[src/rtl/log_afpm_serial.sv]
// Byte-serial Mitchell (logarithmic) approximate floating-point multiplier.
// Operands stream in LSB beat first on two lanes; the product streams out with ready/valid.
module log_afpm_serial #(
    parameter int EXP_W = 5,
    parameter int MAN_W = 10,
    parameter int BUS_W = 8
) (
    input  logic             clk,
    input  logic             rst,
    input  logic             in_valid,
    output logic             in_ready,
    input  logic [BUS_W-1:0] a_in,
    input  logic [BUS_W-1:0] b_in,
    output logic             out_valid,
    input  logic             out_ready,
    output logic [BUS_W-1:0] out_data,
    output logic             out_last,
    output logic [2:0]       out_flags,
    output logic             busy
);

    localparam int W     = 1 + EXP_W + MAN_W;
    localparam int BEATS = (W + BUS_W - 1) / BUS_W;
    localparam int PW    = BEATS * BUS_W;
    localparam int CNT_W = (BEATS > 1) ? $clog2(BEATS) : 1;
    localparam int EW    = EXP_W + 2;
    localparam int BIAS  = (2 ** (EXP_W - 1)) - 1;
    localparam int EMAX  = (2 ** EXP_W) - 1;
    localparam logic [CNT_W-1:0] LAST_CNT = CNT_W'(BEATS - 1);

    typedef enum logic [1:0] {
        S_IDLE = 2'd0,
        S_LOAD = 2'd1,
        S_CALC = 2'd2,
        S_SEND = 2'd3
    } state_t;

    state_t           r_state;
    logic [CNT_W-1:0] r_cnt;
    logic [PW-1:0]    r_a;
    logic [PW-1:0]    r_b;
    logic [PW-1:0]    r_res;

    logic                 w_sa, w_sb, w_s;
    logic [EXP_W-1:0]     w_ea, w_eb;
    logic [MAN_W-1:0]     w_ma, w_mb;
    logic [MAN_W:0]       w_msum;
    logic                 w_c;
    logic signed [EW-1:0] w_e;
    logic                 w_nan_a, w_nan_b, w_inf_a, w_inf_b, w_zero_a, w_zero_b;
    logic [W-1:0]         w_r;
    logic [PW-1:0]        w_res;
    logic [PW-1:0]        w_res_shift;
    logic [2:0]           w_flags;

    assign w_sa = r_a[W-1];
    assign w_sb = r_b[W-1];
    assign w_ea = r_a[W-2:MAN_W];
    assign w_eb = r_b[W-2:MAN_W];
    assign w_ma = r_a[MAN_W-1:0];
    assign w_mb = r_b[MAN_W-1:0];
    assign w_s  = w_sa ^ w_sb;

    // Mitchell approximation: adding log-domain mantissas; the carry bumps the exponent
    assign w_msum = {1'b0, w_ma} + {1'b0, w_mb};
    assign w_c    = w_msum[MAN_W];
    assign w_e    = $signed({2'b00, w_ea}) + $signed({2'b00, w_eb})
                  - $signed(EW'(BIAS)) + $signed({{(EW-1){1'b0}}, w_c});

    assign w_nan_a  = (w_ea == {EXP_W{1'b1}}) && (w_ma != {MAN_W{1'b0}});
    assign w_nan_b  = (w_eb == {EXP_W{1'b1}}) && (w_mb != {MAN_W{1'b0}});
    assign w_inf_a  = (w_ea == {EXP_W{1'b1}}) && (w_ma == {MAN_W{1'b0}});
    assign w_inf_b  = (w_eb == {EXP_W{1'b1}}) && (w_mb == {MAN_W{1'b0}});
    assign w_zero_a = (w_ea == {EXP_W{1'b0}});
    assign w_zero_b = (w_eb == {EXP_W{1'b0}});

    assign w_res_shift = r_res >> BUS_W;

    // Special-case resolution in priority order, then packing into the padded result word
    always_comb begin
        w_r     = {W{1'b0}};
        w_flags = 3'b000;
        w_res   = {PW{1'b0}};
        if (w_nan_a || w_nan_b || (w_inf_a && w_zero_b) || (w_inf_b && w_zero_a)) begin
            w_r[W-2:MAN_W] = {EXP_W{1'b1}};
            w_r[MAN_W-1]   = 1'b1;
            w_flags        = 3'b100;
        end else if (w_inf_a || w_inf_b) begin
            w_r[W-1]       = w_s;
            w_r[W-2:MAN_W] = {EXP_W{1'b1}};
        end else if (w_zero_a || w_zero_b) begin
            w_r[W-1] = w_s;
        end else if (w_e >= $signed(EW'(EMAX))) begin
            w_r[W-1]       = w_s;
            w_r[W-2:MAN_W] = {EXP_W{1'b1}};
            w_flags        = 3'b010;
        end else if (w_e <= $signed({EW{1'b0}})) begin
            w_r[W-1] = w_s;
            w_flags  = 3'b001;
        end else begin
            w_r = {w_s, w_e[EXP_W-1:0], w_msum[MAN_W-1:0]};
        end
        w_res[W-1:0] = w_r;
    end

    // Control FSM with all handshake and data outputs registered
    always_ff @(posedge clk) begin
        if (rst) begin
            r_state   <= S_IDLE;
            r_cnt     <= {CNT_W{1'b0}};
            r_a       <= {PW{1'b0}};
            r_b       <= {PW{1'b0}};
            r_res     <= {PW{1'b0}};
            in_ready  <= 1'b1;
            out_valid <= 1'b0;
            out_last  <= 1'b0;
            out_data  <= {BUS_W{1'b0}};
            out_flags <= 3'b000;
            busy      <= 1'b0;
        end else begin
            case (r_state)
                S_IDLE: begin
                    if (in_valid) begin
                        r_a[BUS_W-1:0] <= a_in;
                        r_b[BUS_W-1:0] <= b_in;
                        busy           <= 1'b1;
                        if (BEATS == 1) begin
                            r_state  <= S_CALC;
                            r_cnt    <= {CNT_W{1'b0}};
                            in_ready <= 1'b0;
                        end else begin
                            r_state  <= S_LOAD;
                            r_cnt    <= CNT_W'(1);
                            in_ready <= 1'b1;
                        end
                    end else begin
                        r_state <= S_IDLE;
                    end
                end
                S_LOAD: begin
                    if (in_valid) begin
                        r_a[r_cnt*BUS_W +: BUS_W] <= a_in;
                        r_b[r_cnt*BUS_W +: BUS_W] <= b_in;
                        if (r_cnt == LAST_CNT) begin
                            r_state  <= S_CALC;
                            r_cnt    <= {CNT_W{1'b0}};
                            in_ready <= 1'b0;
                        end else begin
                            r_cnt <= r_cnt + CNT_W'(1);
                        end
                    end else begin
                        r_cnt <= r_cnt;
                    end
                end
                S_CALC: begin
                    r_res     <= w_res;
                    out_data  <= w_res[BUS_W-1:0];
                    out_flags <= w_flags;
                    out_last  <= (BEATS == 1);
                    out_valid <= 1'b1;
                    r_cnt     <= {CNT_W{1'b0}};
                    r_state   <= S_SEND;
                end
                S_SEND: begin
                    if (out_ready) begin
                        if (r_cnt == LAST_CNT) begin
                            r_state   <= S_IDLE;
                            r_cnt     <= {CNT_W{1'b0}};
                            out_valid <= 1'b0;
                            out_last  <= 1'b0;
                            out_data  <= {BUS_W{1'b0}};
                            out_flags <= 3'b000;
                            in_ready  <= 1'b1;
                            busy      <= 1'b0;
                        end else begin
                            // r_res is shifted so the next beat always sits in the low lane
                            r_res    <= w_res_shift;
                            out_data <= w_res_shift[BUS_W-1:0];
                            out_last <= ((r_cnt + CNT_W'(1)) == LAST_CNT);
                            r_cnt    <= r_cnt + CNT_W'(1);
                        end
                    end else begin
                        r_cnt <= r_cnt;
                    end
                end
                default: begin
                    r_state   <= S_IDLE;
                    r_cnt     <= {CNT_W{1'b0}};
                    in_ready  <= 1'b1;
                    out_valid <= 1'b0;
                    out_last  <= 1'b0;
                    out_data  <= {BUS_W{1'b0}};
                    out_flags <= 3'b000;
                    busy      <= 1'b0;
                end
            endcase
        end
    end

endmodule

[config.mk]
export PLATFORM = sky130hd
export DESIGN_NAME = log_afpm_serial
export DESIGN_NICKNAME = d
export VERILOG_FILES = /design/src/rtl/log_afpm_serial.sv
export SDC_FILE = /design/constraint.sdc
export NUM_CORES = 1
export LEC_CHECK = 0
export CAP_MARGIN = 10
export CELL_PAD_IN_SITES_DETAIL_PLACEMENT = 2
export CELL_PAD_IN_SITES_GLOBAL_PLACEMENT = 2
export CORE_AREA = 4 4 121 123
export DETAILED_ROUTE_END_ITERATION = 8
export DIE_AREA = 0 0 125 127
export GPL_TIMING_DRIVEN = 0
export PLACE_DENSITY_LB_ADDON = 0.3
export SYNTH_ARGS = -nofsm -noshare
export SYNTH_HDL_FRONTEND = slang
export SYNTH_SLANG_ARGS = --single-unit
[constraint.sdc]
create_clock -name clk -period 4.5 [get_ports clk]
set_input_delay 1.35 -clock clk [delete_from_list [all_inputs] [get_ports clk]]
set_output_delay 1.35 -clock clk [all_outputs]
set_load 0.02 [all_outputs]
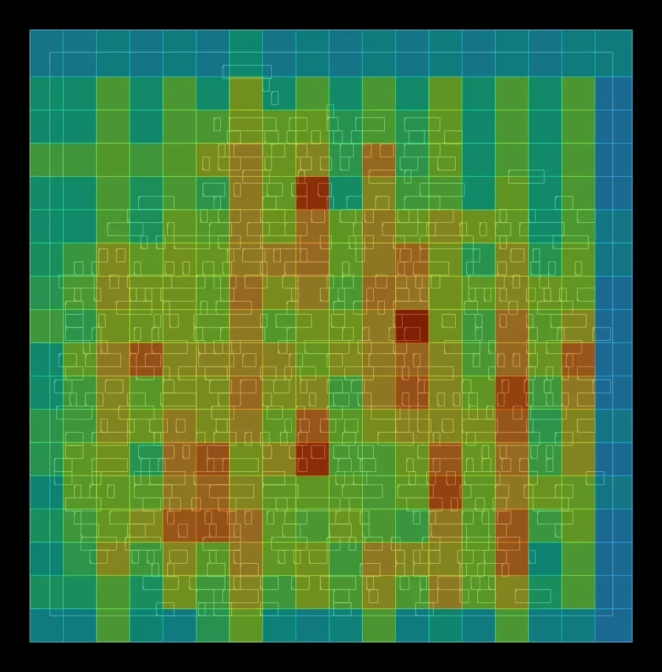
Fig. 1. Track usage over the die (run 1).
routed length per instance: 17.0 um
Total GRT Usage: 0.146

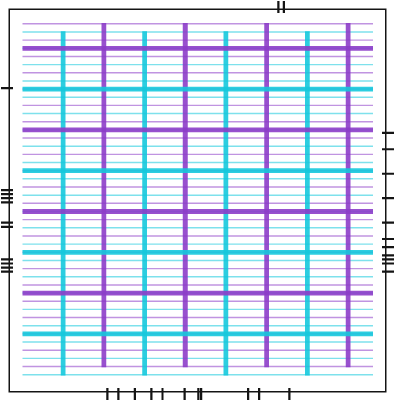
Fig. 2. Power grid (run 1).
Drawn at 3 px/um. Pins as bars on the die edge.
cyan -> VSS
purple -> VDD
met4 straps = 8
met1 rails = 44
signal pins = 35
met5 straps = 8
Die W: 125 um
peak supply drop: 0.000189 V
Die Span Y: 127 um
Core Box Area: 13700 um2

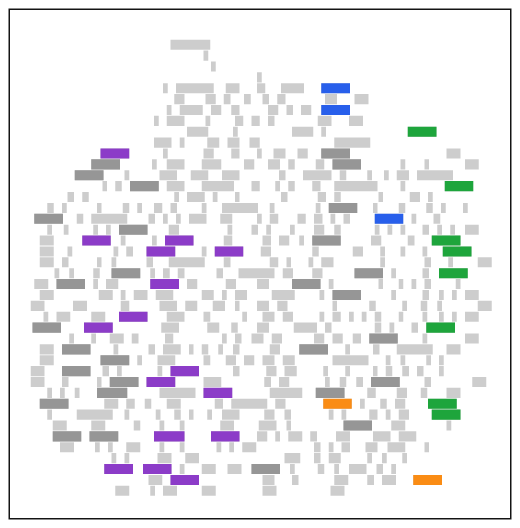
Fig. 3. Sequential cells grouped by signal name (run 1).
Drawn at 4 px/um.
purple -> r_b  # flops 16
orange -> r_state  # flops 2
blue -> out_flags  # flops 3
green -> out_data  # flops 8, where east
flop share of the area: 0.267
Util after Layout: 0.319
seq pwr: 0.686 mW
Flop area: 1160 um2

==> impl_metrics.csv, run 1 <==
group,metric,value,unit
finish,logic_area,2130,um2
synth,top_cell_area_share,0.351,
timing,setup_violations,0,
placement,dp_cells,630,
synth,ys_seq_elements,58,
power,comb_power_share,0.352,
cts,ctsHoldBuffers,0,
min_path,whs_endpoint,"in_ready",
setup_path,path_max_fanout,3,
timing,slew_headroom,0.384,
min_path,hold_path_class,"register to register",
grt,use_met3,0.0347,
cts,insertion_delay,0.34,ns
synth,aoi_share,0.198,
cts,cts_setup_buffers,9,
synth,ys_chip_area,3310,um2
detailed_routing,wl_met2,5.45,mm
power,swShare,0.365,
detailed_routing,viasPerCell,4.76,
placement,dp_hpwl,8.85,mm
grt,grt_pass1_vias,3471,
finish,clock_area_frac,0.0676,
floorplanning,rows,43,
placement,finalWeightedCongestion,0.804,
synth,synthCells,417,
finish,nClkBuffers,9,
cts,cts.path.max_buffers,2,
finish,logic_gate_count,327,
finish,non_clock_inverter_count,18,
placement,preCtsSetupSlack,-0.532,ns
timing,min_period,4.34,ns
timing,final-max-slew-violation-count,0,
setup_path,required,4.74,ns
synth,synth_warnings,0,
outcome,outcome,"completed",
synth,ys_async_sr_fraction,0,
finish,drive_gt1_frac,0.107,
timing,hold_viol,0,
synth,area_leaders,"dfxtp_1, ha_1, nand2_1, a21oi_1, nor2_1",
power,pg_clk,0.684,mW
detailed_routing,routed_wl,11.2,mm
grt,grt-ovfl-total,0,
synth,ys_top_cells_by_count,"nand2_1, dfxtp_1, nor2_1",
power,power_leakage,1.74,nW
power,comb-power,0.744,mW
finish,antennaDiodeCount,0,
setup_path,r2r_start,"r_a[0]",
floorplanning,io_pins,35,
detailed_routing,drtIter0Drc,83,
timing,worstMarginPinSlew,0.917,ns
finish,syn2layout_area_growth,31.8,%
detailed_routing,drc_errors,0,
power,p_total,2.11,mW
floorplanning,chipArea,15900,um2
setup_path,critPathTopFamily,"AND-OR/OR-AND gates",
finish,largestRegisters,"r_a: 16 flops, r_b: 16 flops",
floorplanning,initial_core_util,0.242,
cts,clockRootBuffer,"clkbuf_16",
finish,num-nets-final,518,
power,power_switching,0.772,mW
finish,fill_cells,1603,
placement,post_dp_cell_area,3870,um2
flow_run,cap_violations,0,
setup_path,critPathLaunchType,"register",
timing,fmax,230,MHz
setup_path,slowest_delay,0.38,ns
setup_path,critical_path_class,"register to register",
finish,signal_buffer_area_fraction,0.110,
synth,ys.flop_type,"dfxtp_1",
synth,ys_cells,417,
grt,grt_pass1_wl,18.4,mm
grt,globalRouteMet2Util,0.250,
detailed_routing,wl_met3,294,um
power,p_int,1.34,mW
cts,clock_sinks,58,
cts,numCtsBuffers,9,
finish,ff_count,58,
synth,syn_area_per_cell,7.94,um2
synth,synth_seq_share,0.351,
finish,buffers,58,
setup_path,worst-path-stages,19,
finish,stdcell_count,657,
synth,adder_share,0.103,
grt,met1_usage,0.183,
synth,synth_area,3310,um2
setup_path,worstSetupEndpoint,"r_res[8]",
timing,fin_ws,0.159,ns
==> run 2: changes to the inputs <==
SLEW_MARGIN = 10   (was not set)
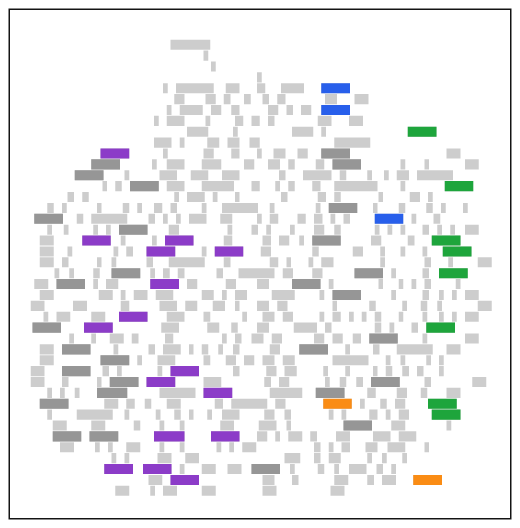
Fig. 4. Sequential cells grouped by signal name (run 2).
Drawn at 4 px/um.
green -> out_data  # flops 8, where east
purple -> r_b  # flops 16
blue -> out_flags  # flops 3
orange -> r_state  # flops 2
not colored = 29

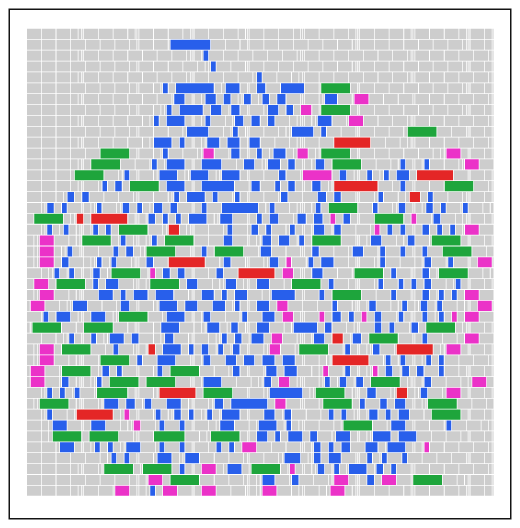
Fig. 5. Cells colored by class (run 2).
Drawn at 4 px/um. Fill, decap, tap and diode cells in gray.
magenta -> remaining buffers and delay cells  # cells 58, share of their area 12%
blue -> combinational and other logic  # cells 345, share of their area 53%
red -> clock drivers and dummy loads  # cells 16, share of their area 7.1%
green -> sequential cells  # cells 58, share of their area 28%
design area: 4370 um2
Cell Rows: 43

==> run 2 against run 1 <==
Compared with the run above:
- wire length unchanged
- core utilization unchanged
- global-route usage stayed put
- combinational power barely moved
- clock-buffer cell count did not move
- synthesized area did not move
- cell area did not move
==> impl_metrics.csv, run 2 <==
group,metric,value,unit
outcome,outcome,"completed",
synth,aoi_share,0.198,
synth,ys_seq_elements,58,
detailed_routing,wl_met2,5.45,mm
synth,ys_async_sr_fraction,0,
detailed_routing,drc_errors,0,
finish,ff_count,58,
power,powerSeq,0.686,mW
grt,globalRouteMet2Util,0.250,
timing,fmax,230,MHz
grt,grt-ovfl-total,0,
finish,non_clock_inverter_count,18,
finish,nClkBuffers,9,
placement,finalWeightedCongestion,0.804,
setup_path,path_max_fanout,3,
flow_run,cap_violations,0,
cts,cts.path.max_buffers,2,
timing,min_period,4.34,ns
synth,top_cell_area_share,0.351,
power,p_int,1.34,mW
finish,antennaDiodeCount,0,
finish,seq_share,0.267,
setup_path,critPathLaunchType,"register",
grt,grt_use_total,0.146,
power,comb-power,0.744,mW
power,power_switching,0.772,mW
setup_path,required,4.74,ns
finish,logic_gate_count,327,
finish,clock_area_frac,0.0676,
finish,stdcell_count,657,
synth,syn_area_per_cell,7.94,um2
cts,clock_sinks,58,
cts,clockRootBuffer,"clkbuf_16",
finish,buffers,58,
detailed_routing,routed_wl,11.2,mm
finish,largestRegisters,"r_a: 16 flops, r_b: 16 flops",
finish,num-nets-final,518,
grt,met1_usage,0.183,
synth,ys_top_cells_by_count,"nand2_1, dfxtp_1, nor2_1",
power,p_total,2.11,mW
grt,use_met3,0.0347,
finish,logic_area,2130,um2
detailed_routing,post_drt_wl_per_cell,17.0,um
synth,synth_area,3310,um2
detailed_routing,wl_met3,294,um
timing,slew_headroom,0.384,
placement,dp_hpwl,8.85,mm
floorplanning,die_width,125,um
timing,setup_violations,0,
timing,hold_viol,0,
synth,area_leaders,"dfxtp_1, ha_1, nand2_1, a21oi_1, nor2_1",
synth,synth_seq_share,0.351,
finish,utilization,0.319,
power,comb_power_share,0.352,
setup_path,worst-path-stages,19,
setup_path,critical_path_class,"register to register",
finish,seq_area,1160,um2
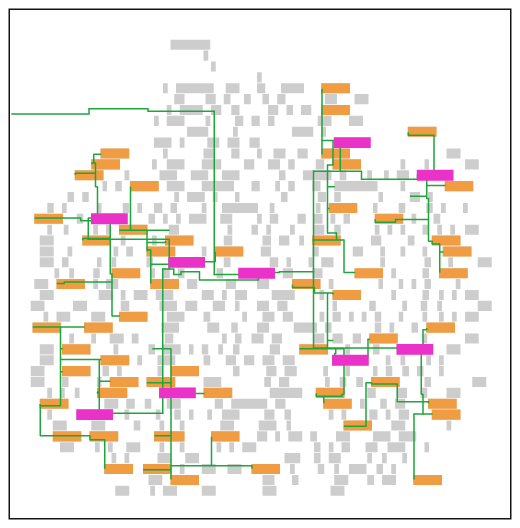
Fig. 6. Clock wires, drivers and flops (run 2).
Drawn at 4 px/um.
green -> clock wires  # length 982 um
magenta -> clock drivers  # count 9
orange -> flip-flops  # count 58
routed clock nets = 10
Clk pwr share: 0.324
Setup Skew: 0.00457 ns
Insertion Delay late pin: 0.34 ns
Clk power: 0.684 mW

==> run 3: changes to the inputs <==
CAP_MARGIN = 40   (was 10)
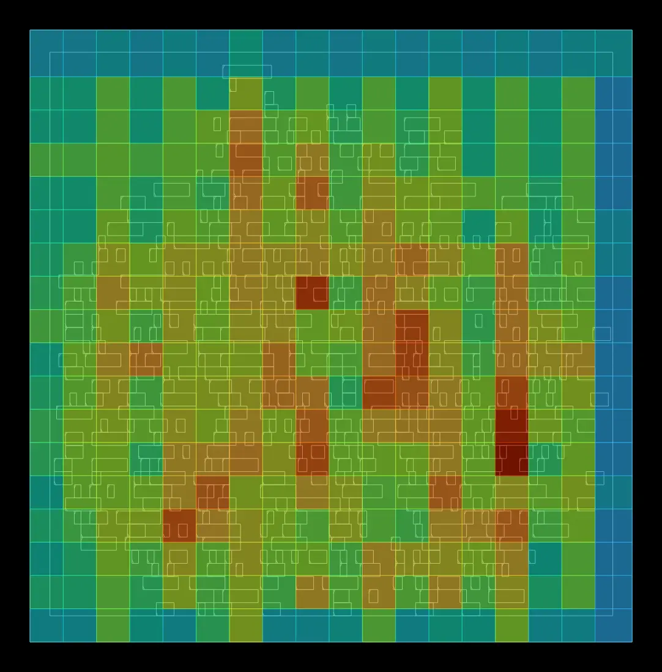
Fig. 7. Track usage over the die (run 3).
Util after Layout: 0.326
Total GRT Usage: 0.146
met3 global-route usage: 0.0380
busiest layer in global routing: met2

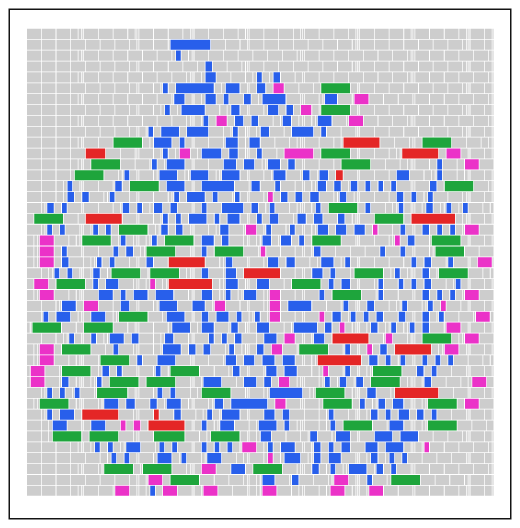
Fig. 8. Cells colored by class (run 3).
Drawn at 4 px/um. Fill, decap, tap and diode cells in gray.
green -> sequential cells  # cells 58, share of their area 28%
blue -> combinational and other logic  # cells 345, share of their area 52%
magenta -> remaining buffers and delay cells  # cells 62, share of their area 12%
red -> clock drivers and dummy loads  # cells 16, share of their area 8.7%
design area: 4460 um2
flop share of the area: 0.261

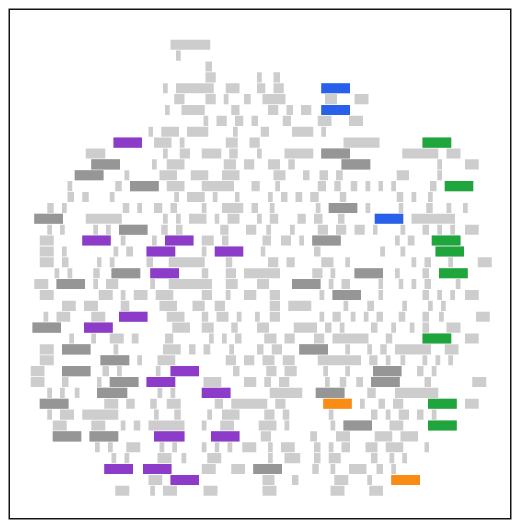
Fig. 9. Sequential cells grouped by signal name (run 3).
Drawn at 4 px/um.
blue -> out_flags  # flops 3
orange -> r_state  # flops 2
purple -> r_b  # flops 16
green -> out_data  # flops 8, where east
not colored = 29
seq pwr: 0.687 mW

==> run 3 against run 2 <==
Compared with the run above:
- maximum frequency is 0.32% lower
- sequential share of layout area is 0.54 points lower
- largest power group is now clock
- power is 8.3% higher
- sequential power hardly changed
- cell area is 2.1% higher
- register-to-register slack hardly changed
- cell count is 0.61% higher
- critical endpoint is now r_res[9]
- sequential cell count stayed put
==> impl_metrics.csv, run 3 <==
group,metric,value,unit
outcome,outcome,"completed",
synth,ys_cells,417,
synth,adder_share,0.103,
grt,grt_pass1_wl,18.4,mm
setup_path,critical_path_class,"register to register",
cts,insertion_delay,0.34,ns
finish,seq_area,1160,um2
setup_path,critPathTopFamily,"AND-OR/OR-AND gates",
grt,globalRouteMet2Util,0.255,
detailed_routing,routed_wl,11.4,mm
timing,worstMarginPinSlew,0.867,ns
finish,buffers,62,
cts,clockRootBuffer,"clkbuf_16",
timing,skew,0.00692,ns
setup_path,path_max_fanout,3,
finish,largestRegisters,"r_a: 16 flops, r_b: 16 flops",
floorplanning,io_pins,35,
min_path,hold_path_class,"register to register",
synth,ys.flop_type,"dfxtp_1",
power,swShare,0.333,
cts,cts.path.max_buffers,2,
finish,signal_buffer_area_fraction,0.114,
synth,synth_warnings,0,
timing,setup_violations,0,
synth,area_leaders,"dfxtp_1, ha_1, nand2_1, a21oi_1, nor2_1",
synth,ys_seq_elements,58,
setup_path,required,4.74,ns
power,p_int,1.53,mW
synth,ys_chip_area,3310,um2
timing,fmax,230,MHz
setup_path,slowest_delay,0.38,ns
cts,cts_setup_buffers,8,
synth,ys_async_sr_fraction,0,
synth,top_cell_area_share,0.351,
cts,ctsHoldBuffers,0,
finish,fill_cells,1587,
detailed_routing,wl_met3,342,um
setup_path,r2r_start,"r_a[0]",
power,pg_clk,0.854,mW
timing,final-max-slew-violation-count,0,
finish,num-nets-final,522,
synth,synth_seq_share,0.351,
detailed_routing,drtIter0Drc,79,
finish,stdcell_count,661,
placement,dp_cells,631,
finish,antennaDiodeCount,0,
power,clock_power_share,0.373,
synth,synthCells,417,
power,p_total,2.29,mW
floorplanning,chipArea,15900,um2
power,ir_worst_vdd,0.000245,V
synth,aoi_share,0.198,
timing,slew_headroom,0.418,
detailed_routing,topRoutingLayerUsed,"met4",
setup_path,worst-path-stages,19,
detailed_routing,viasPerCell,4.78,
flow_run,cap_violations,0,
synth,synth_area,3310,um2
grt,grt_pass1_vias,3466,
synth,syn_area_per_cell,7.94,um2
floorplanning,die_h,127,um
synth,ys_top_cells_by_count,"nand2_1, dfxtp_1, nor2_1",
setup_path,critPathLaunchType,"register",
setup_path,worstSetupEndpoint,"r_res[9]",
placement,finalWeightedCongestion,0.804,
min_path,whs_endpoint,"in_ready",
finish,nClkBuffers,11,
grt,grt-ovfl-total,0,
finish,clock_area_frac,0.0826,
placement,post_dp_cell_area,3870,um2
detailed_routing,wl_met2,5.59,mm
grt,met1_usage,0.177,
finish,drive_gt1_frac,0.110,
detailed_routing,post_drt_wl_per_cell,17.3,um
floorplanning,die_width,125,um
finish,logic_gate_count,327,
power,power_leakage,1.80,nW
placement,dp_hpwl,8.86,mm
timing,fin_ws,0.145,ns
power,power_switching,0.762,mW
finish,non_clock_inverter_count,18,
timing,hold_viol,0,
floorplanning,rows,43,
finish,logic_area,2120,um2
cts,numCtsBuffers,9,
No activity file was given, so power comes from the tool's default toggle rates.
